--- src/rtl/simon_pkt_assembler_if.sv ---
`default_nettype none
// ============================================================================
//  Module   : simon_pkt_assembler_if
//  Purpose  : Bundles the byte stream, the packet bus and the loader
//             handshake that connect to simon_pkt_assembler.
//  Ports    : rxByte/rxValid/rxReady - incoming byte stream (valid/ready)
//             loadPkt                - loader status / acknowledge
//             newIN                  - packet on `in` valid (level)
//             in[P-1:0][7:0]         - assembled packet, P = N/2 + 2 bytes
//             pktDrop                - partial packet discarded (pulse)
//  Modports : master - byte source / packet loader side
//             slave  - assembler side
//  Revision : 1.0 - initial release
// ============================================================================
interface simon_pkt_assembler_if #(
   parameter int N = 16
);
   localparam int P = (N / 2) + 2;

   logic [7:0]        rxByte;
   logic              rxValid;
   logic              rxReady;
   logic              loadPkt;
   logic              newIN;
   logic [P-1:0][7:0] in;
   logic              pktDrop;

   modport master (
      output rxByte, rxValid, loadPkt,
      input  rxReady, newIN, in, pktDrop
   );

   modport slave (
      input  rxByte, rxValid, loadPkt,
      output rxReady, newIN, in, pktDrop
   );
endinterface
`default_nettype wire

--- src/rtl/simon_pkt_assembler.sv ---
`default_nettype none
// ============================================================================
//  Module   : simon_pkt_assembler
//  Purpose  : Byte-serial packet assembler feeding the SIMON packet loader.
//             Bytes are collected into a fill buffer; a complete packet is
//             copied into the output register and offered with newIN until
//             the loader acknowledges it via loadPkt. The fill buffer can
//             assemble the next packet while the current one is offered.
//             A partial packet that stalls for TOUT idle cycles is dropped.
//  Ports    : clk  - system clock, rising edge
//             nR   - asynchronous active-low reset
//             bus  - simon_pkt_assembler_if.slave (stream, packet, handshake)
//  Revision : 1.0 - initial release
// ============================================================================
module simon_pkt_assembler #(
   parameter int N    = 16,
   parameter int TOUT = 255,
   parameter int CW   = 8
) (
   input  wire logic                 clk,
   input  wire logic                 nR,
   simon_pkt_assembler_if.slave      bus
);

   localparam int P  = (N / 2) + 2;
   localparam int IW = (P > 1) ? $clog2(P) : 1;

   localparam logic [IW-1:0] c_IDX_LAST = IW'(P - 1);
   localparam logic [CW-1:0] c_TMR_LAST = CW'(TOUT - 1);

   // Fill FSM encoding
   localparam logic [0:0] c_FILL  = 1'b0;
   localparam logic [0:0] c_FULL  = 1'b1;

   // Output FSM encoding
   localparam logic [1:0] c_EMPTY = 2'd0;
   localparam logic [1:0] c_OFFER = 2'd1;
   localparam logic [1:0] c_DRAIN = 2'd2;

   logic [0:0]        fill_st_q, fill_st_d;
   logic [1:0]        out_st_q,  out_st_d;
   logic [IW-1:0]     idx_q,     idx_d;
   logic [CW-1:0]     tmr_q,     tmr_d;
   logic [P-1:0][7:0] fill_q;
   logic [P-1:0][7:0] in_q;
   logic              drop_q;
   logic              run_q;

   logic              w_rx_ready;
   logic              w_new_in;
   logic              w_accept;
   logic              w_copy;
   logic              w_expire;

   assign w_accept = bus.rxValid && w_rx_ready;

   // Copy only when the offer slot is free; never coincides with an accept
   // because rxReady is low while the fill FSM sits in FULL.
   assign w_copy   = (fill_st_q == c_FULL) && (out_st_q == c_EMPTY);

   // An accept on the expiry cycle takes precedence over the drop.
   assign w_expire = (fill_st_q == c_FILL) && (idx_q != '0) &&
                     !w_accept && (tmr_q == c_TMR_LAST);

   // -------------------------------------------------------------------------
   // State and datapath registers
   // -------------------------------------------------------------------------
   always_ff @(posedge clk or negedge nR) begin
      if (!nR) begin
         fill_st_q <= c_FILL;
         out_st_q  <= c_EMPTY;
         idx_q     <= '0;
         tmr_q     <= '0;
         fill_q    <= '0;
         in_q      <= '0;
         drop_q    <= 1'b0;
         run_q     <= 1'b0;
      end else begin
         fill_st_q <= fill_st_d;
         out_st_q  <= out_st_d;
         idx_q     <= idx_d;
         tmr_q     <= tmr_d;
         drop_q    <= w_expire;
         // Holds rxReady low while reset is asserted and until the first edge
         run_q     <= 1'b1;
         if (w_accept) begin
            fill_q[idx_q] <= bus.rxByte;
         end
         if (w_copy) begin
            in_q <= fill_q;
         end
      end
   end

   // -------------------------------------------------------------------------
   // Fill FSM next state, byte index and inter-byte timer
   // -------------------------------------------------------------------------
   always_comb begin
      fill_st_d = fill_st_q;
      idx_d     = idx_q;
      tmr_d     = tmr_q;
      case (fill_st_q)
         c_FILL: begin
            if (w_accept) begin
               tmr_d = '0;
               if (idx_q == c_IDX_LAST) begin
                  idx_d     = '0;
                  fill_st_d = c_FULL;
               end else begin
                  idx_d = idx_q + 1'b1;
               end
            end else if (idx_q != '0) begin
               if (w_expire) begin
                  idx_d = '0;
                  tmr_d = '0;
               end else begin
                  tmr_d = tmr_q + 1'b1;
               end
            end else begin
               // No packet in progress: nothing to time out
               tmr_d = '0;
            end
         end
         c_FULL: begin
            tmr_d = '0;
            if (w_copy) begin
               fill_st_d = c_FILL;
            end
         end
         default: begin
            fill_st_d = c_FILL;
            idx_d     = '0;
            tmr_d     = '0;
         end
      endcase
   end

   // -------------------------------------------------------------------------
   // Output FSM next state
   // -------------------------------------------------------------------------
   always_comb begin
      out_st_d = out_st_q;
      case (out_st_q)
         c_EMPTY: begin
            // loadPkt is deliberately ignored here
            if (w_copy) begin
               out_st_d = c_OFFER;
            end
         end
         c_OFFER: begin
            if (bus.loadPkt) begin
               out_st_d = c_DRAIN;
            end
         end
         c_DRAIN: begin
            // Wait for loadPkt to fall so a long-held level is not seen as a
            // second acknowledge of the next packet.
            if (!bus.loadPkt) begin
               out_st_d = c_EMPTY;
            end
         end
         default: begin
            out_st_d = c_EMPTY;
         end
      endcase
   end

   // -------------------------------------------------------------------------
   // FSM outputs
   // -------------------------------------------------------------------------
   always_comb begin
      w_rx_ready = (fill_st_q == c_FILL) && run_q;
      w_new_in   = (out_st_q == c_OFFER);
   end

   assign bus.rxReady = w_rx_ready;
   assign bus.newIN   = w_new_in;
   assign bus.in      = in_q;
   assign bus.pktDrop = drop_q;

endmodule
`default_nettype wire

--- src/flat_wrapper.sv ---
// flat-port wrapper written by rule: the top's interface ports become plain ports
module simon_pkt_assembler_flat 
#(
   parameter int N    = 16,
   parameter int TOUT = 255,
   parameter int CW   = 8
)
  (clk, nR, bus_rxByte, bus_rxValid, bus_loadPkt, bus_rxReady, bus_newIN, bus_in, bus_pktDrop);
  simon_pkt_assembler_if #(.N(N)) bus_i ();
  input  wire logic clk;
  input  wire logic nR;
  input wire logic [$bits(bus_i.rxByte)-1:0] bus_rxByte;
  input wire logic [$bits(bus_i.rxValid)-1:0] bus_rxValid;
  input wire logic [$bits(bus_i.loadPkt)-1:0] bus_loadPkt;
  output wire logic [$bits(bus_i.rxReady)-1:0] bus_rxReady;
  output wire logic [$bits(bus_i.newIN)-1:0] bus_newIN;
  output wire logic [$bits(bus_i.in)-1:0] bus_in;
  output wire logic [$bits(bus_i.pktDrop)-1:0] bus_pktDrop;
  assign bus_i.rxByte = bus_rxByte;
  assign bus_i.rxValid = bus_rxValid;
  assign bus_i.loadPkt = bus_loadPkt;
  assign bus_rxReady = bus_i.rxReady;
  assign bus_newIN = bus_i.newIN;
  assign bus_in = bus_i.in;
  assign bus_pktDrop = bus_i.pktDrop;
  simon_pkt_assembler #(.N(N), .TOUT(TOUT), .CW(CW)) u_core (.clk(clk), .nR(nR), .bus(bus_i));
endmodule
--- config.mk ---
export PLATFORM = sky130hd
export DESIGN_NAME = simon_pkt_assembler_flat
export DESIGN_NICKNAME = d
export VERILOG_FILES = /design/src/rtl/simon_pkt_assembler_if.sv /design/src/rtl/simon_pkt_assembler.sv /design/src/flat_wrapper.sv
export SDC_FILE = /design/constraint.sdc
export NUM_CORES = 1
export LEC_CHECK = 0
export CORE_ASPECT_RATIO = 1.75
export CORE_MARGIN = 5
export CORE_UTILIZATION = 54
export DETAILED_ROUTE_END_ITERATION = 10
export PLACE_DENSITY = 0.9
export REMOVE_ABC_BUFFERS = 1
export SLEW_MARGIN = 5
export SYNTH_ARGS = -nofsm -noshare
export SYNTH_HDL_FRONTEND = slang
export SYNTH_SLANG_ARGS = --single-unit
--- constraint.sdc ---
create_clock -name clk -period 2.1 [get_ports clk]
set_input_delay 0.42 -clock clk [delete_from_list [all_inputs] [get_ports clk]]
set_output_delay 0.42 -clock clk [all_outputs]
set_load 0.005 [all_outputs]
Fig. 1: drive-strength map
Drawn at 4 px/micron.
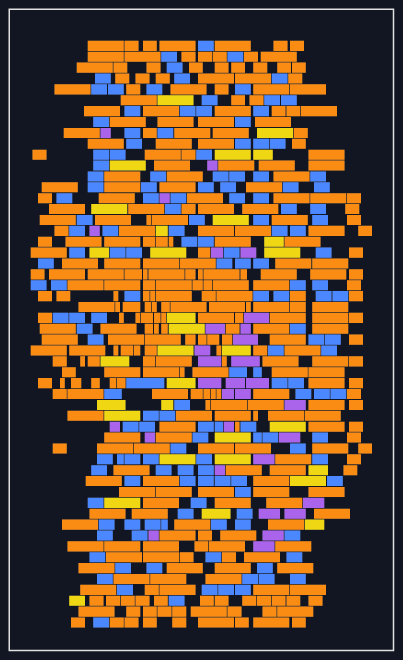
[_2 cells] blue | cells: 158
[_0 and _1 cells] orange | cells: 331
[_3 and _4 cells] purple | cells: 31
[_6 and larger] yellow | cells: 31

Fig. 2: register map, names as in the netlist
Drawn at 3 px/micron. Other sequential cells in the stronger grey, the rest of the logic in the fainter grey.
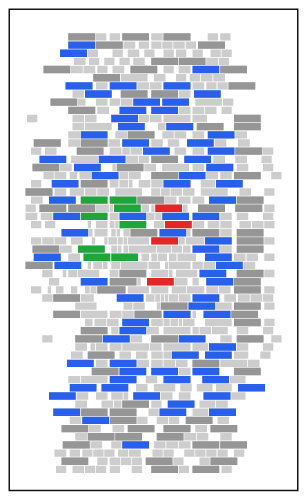
[`u_core.tmr_q`] green | sequential cells: 8
[`u_core.idx_q`] red | sequential cells: 4 | where: centre
[`u_core.fill_q`] blue | sequential cells: 80

Fig. 3: track usage over the die
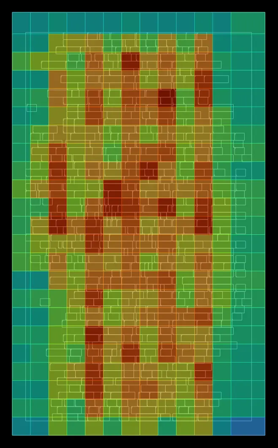
M1 GR Usage: 24.0%
Avg WL per Cell: 20.5 microns

Fig. 4: signal wires on met2
Drawn at 3 px/micron.
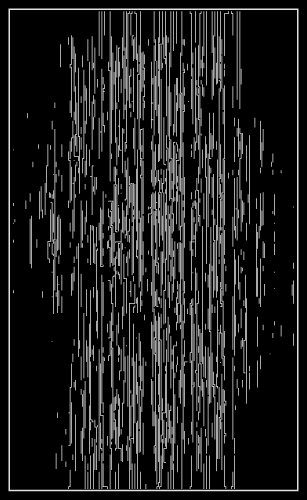
wire length on this layer: 8370 microns
nets with wire on the layer: 529
main direction: vertical
share of all routed wire: 57%
longest straight run: 45.9 microns

==> out/qor.csv <==
metric,value,unit
status,completed,
Dominant cell area share,63.9,%
Psw,0.00277,W
combinational power share,22.4,%
Pint,0.00763,W
post-placement cell count,686,
Main power group,sequential cells,
Syn. warnings,0,
initial DRC count,166,
Final setup viols,0,
CTS-repair resized insts,1,
Hold Crit Start,u_core.bus.in[68],
n_taps,168,
Placement Cell Area,8140,sq um
Power Density,1190,nW/um^2
cell count along the critical path,2,
FILL cells,828,
Signal buf overhead,12.8,%
sw frac,26.7,%
R2R cell count,4,
XOR/XNOR share of the synthesized area,0.884,%
pre-CTS WS,0.00948,ns
simple share,5.25,%
nets@finish,552,
final core area utilization,69.4,%
R2R setup slack,0.22,ns
number of clock buffers in the layout,22,
share of cells above drive strength 1,39.9,%
Cell area leaders,"dfrtp_1 (64%), mux2_2 (24%), mux2_4 (1.7%)",
max-slew violation count,0,
post-CTS setup buffers,0,
CTS tree,yes,
Flop Count,177,
Port Buffer Count,94,
Hold WS,0.504,ns
Worst setup EP type,output port,
first-pass GRT wire length,24.1,mm
logic area,2380,sq um
"Cell Chain, Critical Path",nor2b_4 -> clkdlybuf4s50_1,
FMAX,491,MHz
yosys adder share,0.361,%
largest stage delay on the critical path,0.52,ns
RD Place Congestion,0.784,
RSZ-0062 raised after global routing,no,
post-synthesis average cell area,15.9,sq um
Mux cell area share,26.7,%
==> cells by family after synthesis <==
| family | count (synthesis) |
|---|---|
| mux | 162 |
| simple gates | 50 |
| other cells | 1 |
| flops | 177 |
| xor+xnor | 7 |
| fa+ha+maj | 2 |
| buf+inv | 26 |
| compound gates | 10 |
==> layer usage <==
layer  part of all wire [%]  wire length, microns  GRT usage (%)  vias to the layer above
met4                    2.4                   350           7.77                        0
met3                    3.3                   481           4.99                       30
met1                     37                  5520           24.0                     2053
met5                      0                     0              0                        -
met2                     57                  8370           37.0                       91
li1                       -                     -              -                     1732
Power is estimated from default activity; no workload was simulated.
